$ cat config.mk
export PLATFORM = sky130hd
export DESIGN_NAME = clk_div_prog
export DESIGN_NICKNAME = d
export VERILOG_FILES = /design/src/rtl/clk_div_prog.sv
export SDC_FILE = /design/constraint.sdc
export NUM_CORES = 1
export LEC_CHECK = 0
export ABC_CLOCK_PERIOD_IN_PS = 4400
export CAP_MARGIN = 20
export CORE_MARGIN = 1.5
export CORE_UTILIZATION = 40
export DETAILED_ROUTE_END_ITERATION = 10
export RECOVER_POWER = 25
export SETUP_SLACK_MARGIN = 0.02
export SYNTH_ARGS = -nofsm -noshare
export SYNTH_HDL_FRONTEND = slang
export SYNTH_SLANG_ARGS = --single-unit
$ cat constraint.sdc
create_clock -name clk -period 4.4 [get_ports clk]
set_clock_uncertainty 0.1 [all_clocks]
set_input_delay 0.88 -clock clk [delete_from_list [all_inputs] [get_ports clk]]
set_output_delay 0.88 -clock clk [all_outputs]
set_load 0.005 [all_outputs]
$ cat src/rtl/clk_div_prog.sv
// Programmable integer clock divider with boundary-aligned reconfiguration.
// Odd ratios reach exact 50% duty through a half-cycle high extension.
module clk_div_prog #(
    parameter int CNT_W    = 8,
    parameter int DEF_DIV  = 10,
    parameter int DEF_HIGH = 5,
    parameter int DEF_HALF = 0
) (
    input  logic             clk,
    input  logic             rst,
    input  logic             en,
    input  logic             cfg_valid,
    output logic             cfg_ready,
    input  logic [CNT_W-1:0] cfg_div,
    input  logic [CNT_W-1:0] cfg_high,
    input  logic             cfg_half,
    output logic             cfg_err,
    output logic             clk_out,
    output logic             tick,
    output logic             active
);

    typedef enum logic [0:0] {
        S_IDLE = 1'b0,
        S_RUN  = 1'b1
    } state_t;

    localparam logic [CNT_W-1:0] DIV_RST  = CNT_W'(DEF_DIV);
    localparam logic [CNT_W-1:0] HIGH_RST = CNT_W'(DEF_HIGH);
    localparam logic             HALF_RST = (DEF_HALF != 0);

    state_t           state_q, state_d;
    logic [CNT_W-1:0] cnt_q, cnt_d;
    logic [CNT_W-1:0] div_q, div_d;
    logic [CNT_W-1:0] high_q, high_d;
    logic             half_q, half_d;
    logic             pend_q, pend_d;
    logic [CNT_W-1:0] pdiv_q, pdiv_d;
    logic [CNT_W-1:0] phigh_q, phigh_d;
    logic             phalf_q, phalf_d;
    logic             q_pos_q, q_pos_d;
    logic             tick_q, tick_d;
    logic             err_q, err_d;
    logic             q_neg_q;

    logic cfg_ok;
    logic xfer;
    logic accept;
    logic reject;
    logic last;
    logic boundary;

    assign cfg_ok = (cfg_div >= CNT_W'(2))
                  && (cfg_high != '0)
                  && (cfg_high < cfg_div);
    assign xfer     = cfg_valid && !pend_q;
    assign accept   = xfer && cfg_ok;
    assign reject   = xfer && !cfg_ok;
    assign last     = (cnt_q == (div_q - CNT_W'(1)));
    assign boundary = (state_q == S_RUN) && last;

    // State register
    always_ff @(posedge clk) begin
        if (rst) begin
            state_q <= S_IDLE;
        end else begin
            state_q <= state_d;
        end
    end

    // Next-state logic
    always_comb begin
        state_d = state_q;
        unique case (state_q)
            S_IDLE: begin
                if (en) begin
                    state_d = S_RUN;
                end
            end
            S_RUN: begin
                if (boundary && !en) begin
                    state_d = S_IDLE;
                end
            end
            default: state_d = S_IDLE;
        endcase
    end

    // Counter, configuration and phase datapath
    always_comb begin
        cnt_d   = cnt_q;
        div_d   = div_q;
        high_d  = high_q;
        half_d  = half_q;
        pend_d  = pend_q;
        pdiv_d  = pdiv_q;
        phigh_d = phigh_q;
        phalf_d = phalf_q;
        q_pos_d = 1'b0;
        tick_d  = 1'b0;
        err_d   = reject;
        if (state_q == S_IDLE) begin
            if (accept) begin
                div_d  = cfg_div;
                high_d = cfg_high;
                half_d = cfg_half;
            end
            if (en) begin
                cnt_d   = '0;
                q_pos_d = (high_d != '0);
                tick_d  = 1'b1;
            end
        end else begin
            if (boundary) begin
                cnt_d = '0;
                if (pend_q) begin
                    div_d  = pdiv_q;
                    high_d = phigh_q;
                    half_d = phalf_q;
                    pend_d = 1'b0;
                end
                if (en) begin
                    q_pos_d = (high_d != '0);
                    tick_d  = 1'b1;
                end
            end else begin
                cnt_d   = cnt_q + CNT_W'(1);
                q_pos_d = (cnt_d < high_q);
            end
            // Offers taken while running wait for the next boundary
            if (accept) begin
                pend_d  = 1'b1;
                pdiv_d  = cfg_div;
                phigh_d = cfg_high;
                phalf_d = cfg_half;
            end
        end
    end

    always_ff @(posedge clk) begin
        if (rst) begin
            cnt_q   <= '0;
            div_q   <= DIV_RST;
            high_q  <= HIGH_RST;
            half_q  <= HALF_RST;
            pend_q  <= 1'b0;
            pdiv_q  <= DIV_RST;
            phigh_q <= HIGH_RST;
            phalf_q <= HALF_RST;
            q_pos_q <= 1'b0;
            tick_q  <= 1'b0;
            err_q   <= 1'b0;
        end else begin
            cnt_q   <= cnt_d;
            div_q   <= div_d;
            high_q  <= high_d;
            half_q  <= half_d;
            pend_q  <= pend_d;
            pdiv_q  <= pdiv_d;
            phigh_q <= phigh_d;
            phalf_q <= phalf_d;
            q_pos_q <= q_pos_d;
            tick_q  <= tick_d;
            err_q   <= err_d;
        end
    end

    // Half-cycle delayed copy of the high phase
    always_ff @(negedge clk) begin
        if (rst) begin
            q_neg_q <= 1'b0;
        end else begin
            q_neg_q <= q_pos_q;
        end
    end

    // Outputs; gating the extension with active truncates on reset
    always_comb begin
        active    = (state_q == S_RUN);
        cfg_ready = !pend_q;
        cfg_err   = err_q;
        tick      = tick_q;
        clk_out   = q_pos_q | (half_q & q_neg_q & active);
    end

endmodule

==> job_summary.md <==
### Flow metrics

| Metric | Value |
|---|---|
| Commonest cells post-synth | `48 x dfxtp_1, 39 x nor2_1, 26 x mux2i_1` |
| Hold bufs inserted after CTS | `0` |
| Num Clock Sinks | `48` |
| Hold EP | `pdiv_q[1]$_SDFFE_PP1P_` |
| Number of antenna-violating nets in the routed design | `0` |
| Via count of the first global-routing pass | `2,312` |
| Routed metal-1 wire length | `3300 um` |
| Estimated wirelength of the detail-placed design | `4800 um` |
| Longest individual stage delay on the worst path | `0.28 ns` |
| Iteration tally of the first detailed-router pass | `4` |
| Buffering overhead | `8.52%` |
| Switching Fraction | `28.4%` |
| Kind of start point of the critical path | `flop` |
| Buffers and inverters on the worst path | `1` |
| Part of the total power dissipated in combinational logic | `18.8%` |
| Via count of the routed design | `2,357` |
| Remaining DRCs | `0` |
| Max transition margin | `48.8%` |
| Diodes inserted | `0` |
| Top FF cell, synth | `dfxtp_1` |
| Clk power | `0.257 mW` |
| Leading cell type by number of instances after synthesis | `dfxtp_1` |
| Met2 Routed Length | `3060 um` |
| Placed insts | `435` |
| Launch point of the worst hold path | `pdiv_q[1]$_SDFFE_PP1P_` |
| Final Setup Violations | `0` |
| Clock tree from TritonCTS | `built` |
| Starting DRT DRC Count | `67` |
| Worst EP arrival | `3.31 ns` |
| Number of pins with negative max-slew slack in the final report | `0` |
| Cell internal power dissipation | `0.648 mW` |
| Insertion delay of the later-clocked pin in the worst-skew pair | `0.30 ns` |
| Fraction of the mapped netlist area in simple logic gates | `20.3%` |
| Worst Hold Margin | `0.374 ns` |
| Result of the run | `finished, final reports clean` |
| Biggest area cells | `dfxtp_1 34%, mux2i_1 9.1%, ha_1 7.0%` |
| Largest type area fraction | `33.8%` |
| Type of the worst min-delay path | `reg2reg` |
| Relative contribution of sequential cells to total power | `52.8%` |
| Library cell contributing the largest single delay on the critical path | `dfxtp_1` |
| Kind of capture point of the worst setup path | `output pin` |
| Worst flop-to-flop path endpoint | `div_q[2]$_SDFFE_PP0P_` |
| Average wire per standard cell | `14.8 um` |
| Cell resize tally after clock tree synthesis | `1` |
| Pre-Place Util | `41.6%` |
| Total standard cell area after synthesis | `2850 um^2` |
| Psw | `0.257 mW` |
| Nets in the synthesized netlist | `365` |
| Total number of sequential cells | `48` |
| Setup slack, reg-to-reg | `0.77 ns` |
| Longest Clk Path Bufs | `2` |
| Routability cong. | `0.799` |
| Global-route usage over all layers | `18.7%` |
| Number of vias per cell | `5.32` |
| Leading power group | `sequential cells` |
| GR Layer Usage met3 | `3.13%` |
| Highest metal layer with signal wires | `met4` |
| Worst setup path endpoint | `clk_out` |
| Levels on crit path | `2` |
| Leading area contributor after synthesis | `dfxtp_1` |
| Sequential Area | `961 um^2` |
| Total Negative Setup Slacks | `0 ns` |
| Slew at the pin closest to its max-slew limit | `0.762 ns` |
| Path type of the worst setup path | `reg2out` |
| Post-Synthesis Cells | `328` |
| Relative area of clock buffers and inverters in the final design | `2.68%` |
| Dominant delay contributor by cell family on the critical path | `flip-flops` |
| Tally of OpenROAD warnings | `27` |
| Combinational logic power | `0.170 mW` |
| Cell area after placement | `3160 um^2` |
| Portion of total power attributed to the clock network | `28.5%` |
| Combinational share of cell area | `52.6%` |
| Syn Area/Cell | `8.67 um^2` |
| Seq/Total Area, Yosys | `33.8%` |
| Final Hold Vio Count | `0` |
| Summed standard-cell area reported by yosys | `2850 um^2` |
| Fraction of layout instances using a drive strength above 1 | `6.92%` |
| Parity-gate share of the synthesized area counting xor and xnor cells | `4.00%` |
| Number of buffers added for setup after CTS | `0` |
| Adder-cell share of the synthesized area | `7.04%` |
| Routed Wire Length | `6540 um` |
| Total congestion overflow | `0` |
| Instance count along the most critical hold path | `1` |
| Path depth of the worst reg2reg path | `8` |
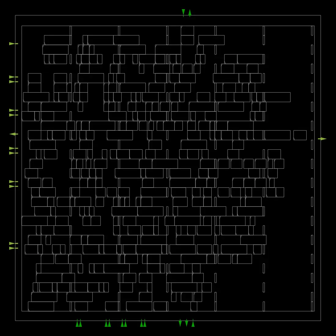
placement.png
number of tapcells: 96
core utilization of the finished layout: 47.1%
site row count: 30

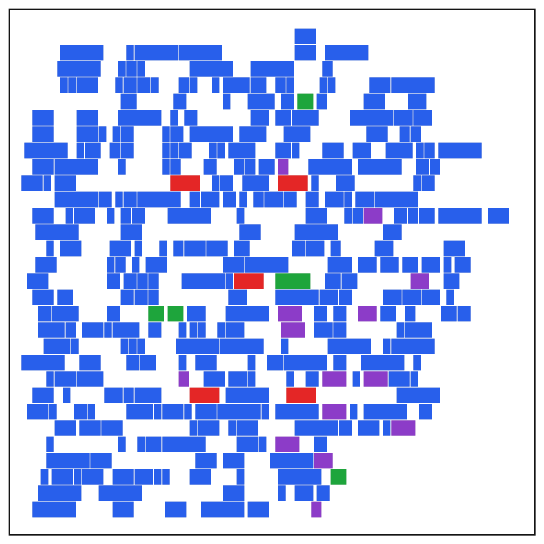
sizes.png
Drawn at 6 px/um.
purple -> _2 cells  # cells 14, share 4.0%, most used mux2_2
blue -> _0 and _1 cells  # cells 323, share 93%, most used dfxtp_1
green -> _3 and _4 cells  # cells 5, share 1.4%, most used buf_4
red -> _6 and larger  # cells 5, share 1.4%, most used clkbuf_8
Non-clk bufs: 29
Area growth, synth to finish: 13.0%
Final Worst Setup Slack: 0.106 ns
Post-Layout Inst Area: 3220 um^2

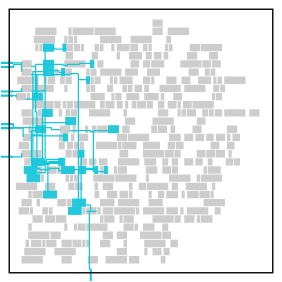
io_fan.png
Drawn at 3 px/um.
cyan -> `cfg_high`  # bits 8, direction input, end cells 25, buffers 8, wire 492 um
num ports: 26
number of port buffers: 25

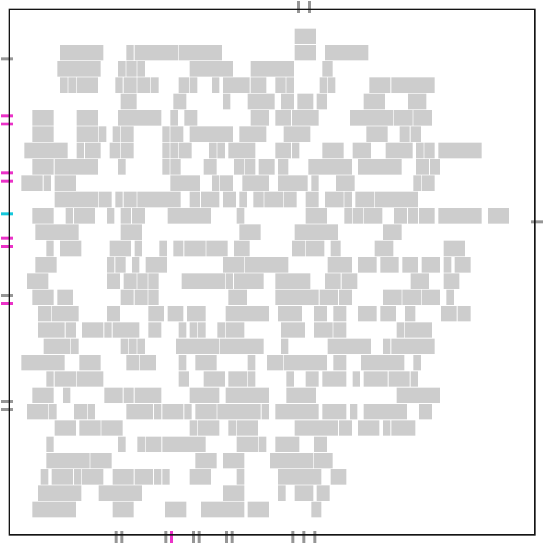
io_placement.png
Drawn at 6 px/um. Pins as bars across the die edge, other pins in grey.
magenta -> `cfg_high`  # pins 8, direction input, edge 7 west, 1 south
cyan -> `cfg_ready`  # pins 1, direction output, edge west
all pins by edge = 12 west, 11 south, 2 north, 1 east
width of the die: 87.3 um
y dimension of the die: 87.3 um

No activity file was given, so power comes from the tool's default toggle rates.
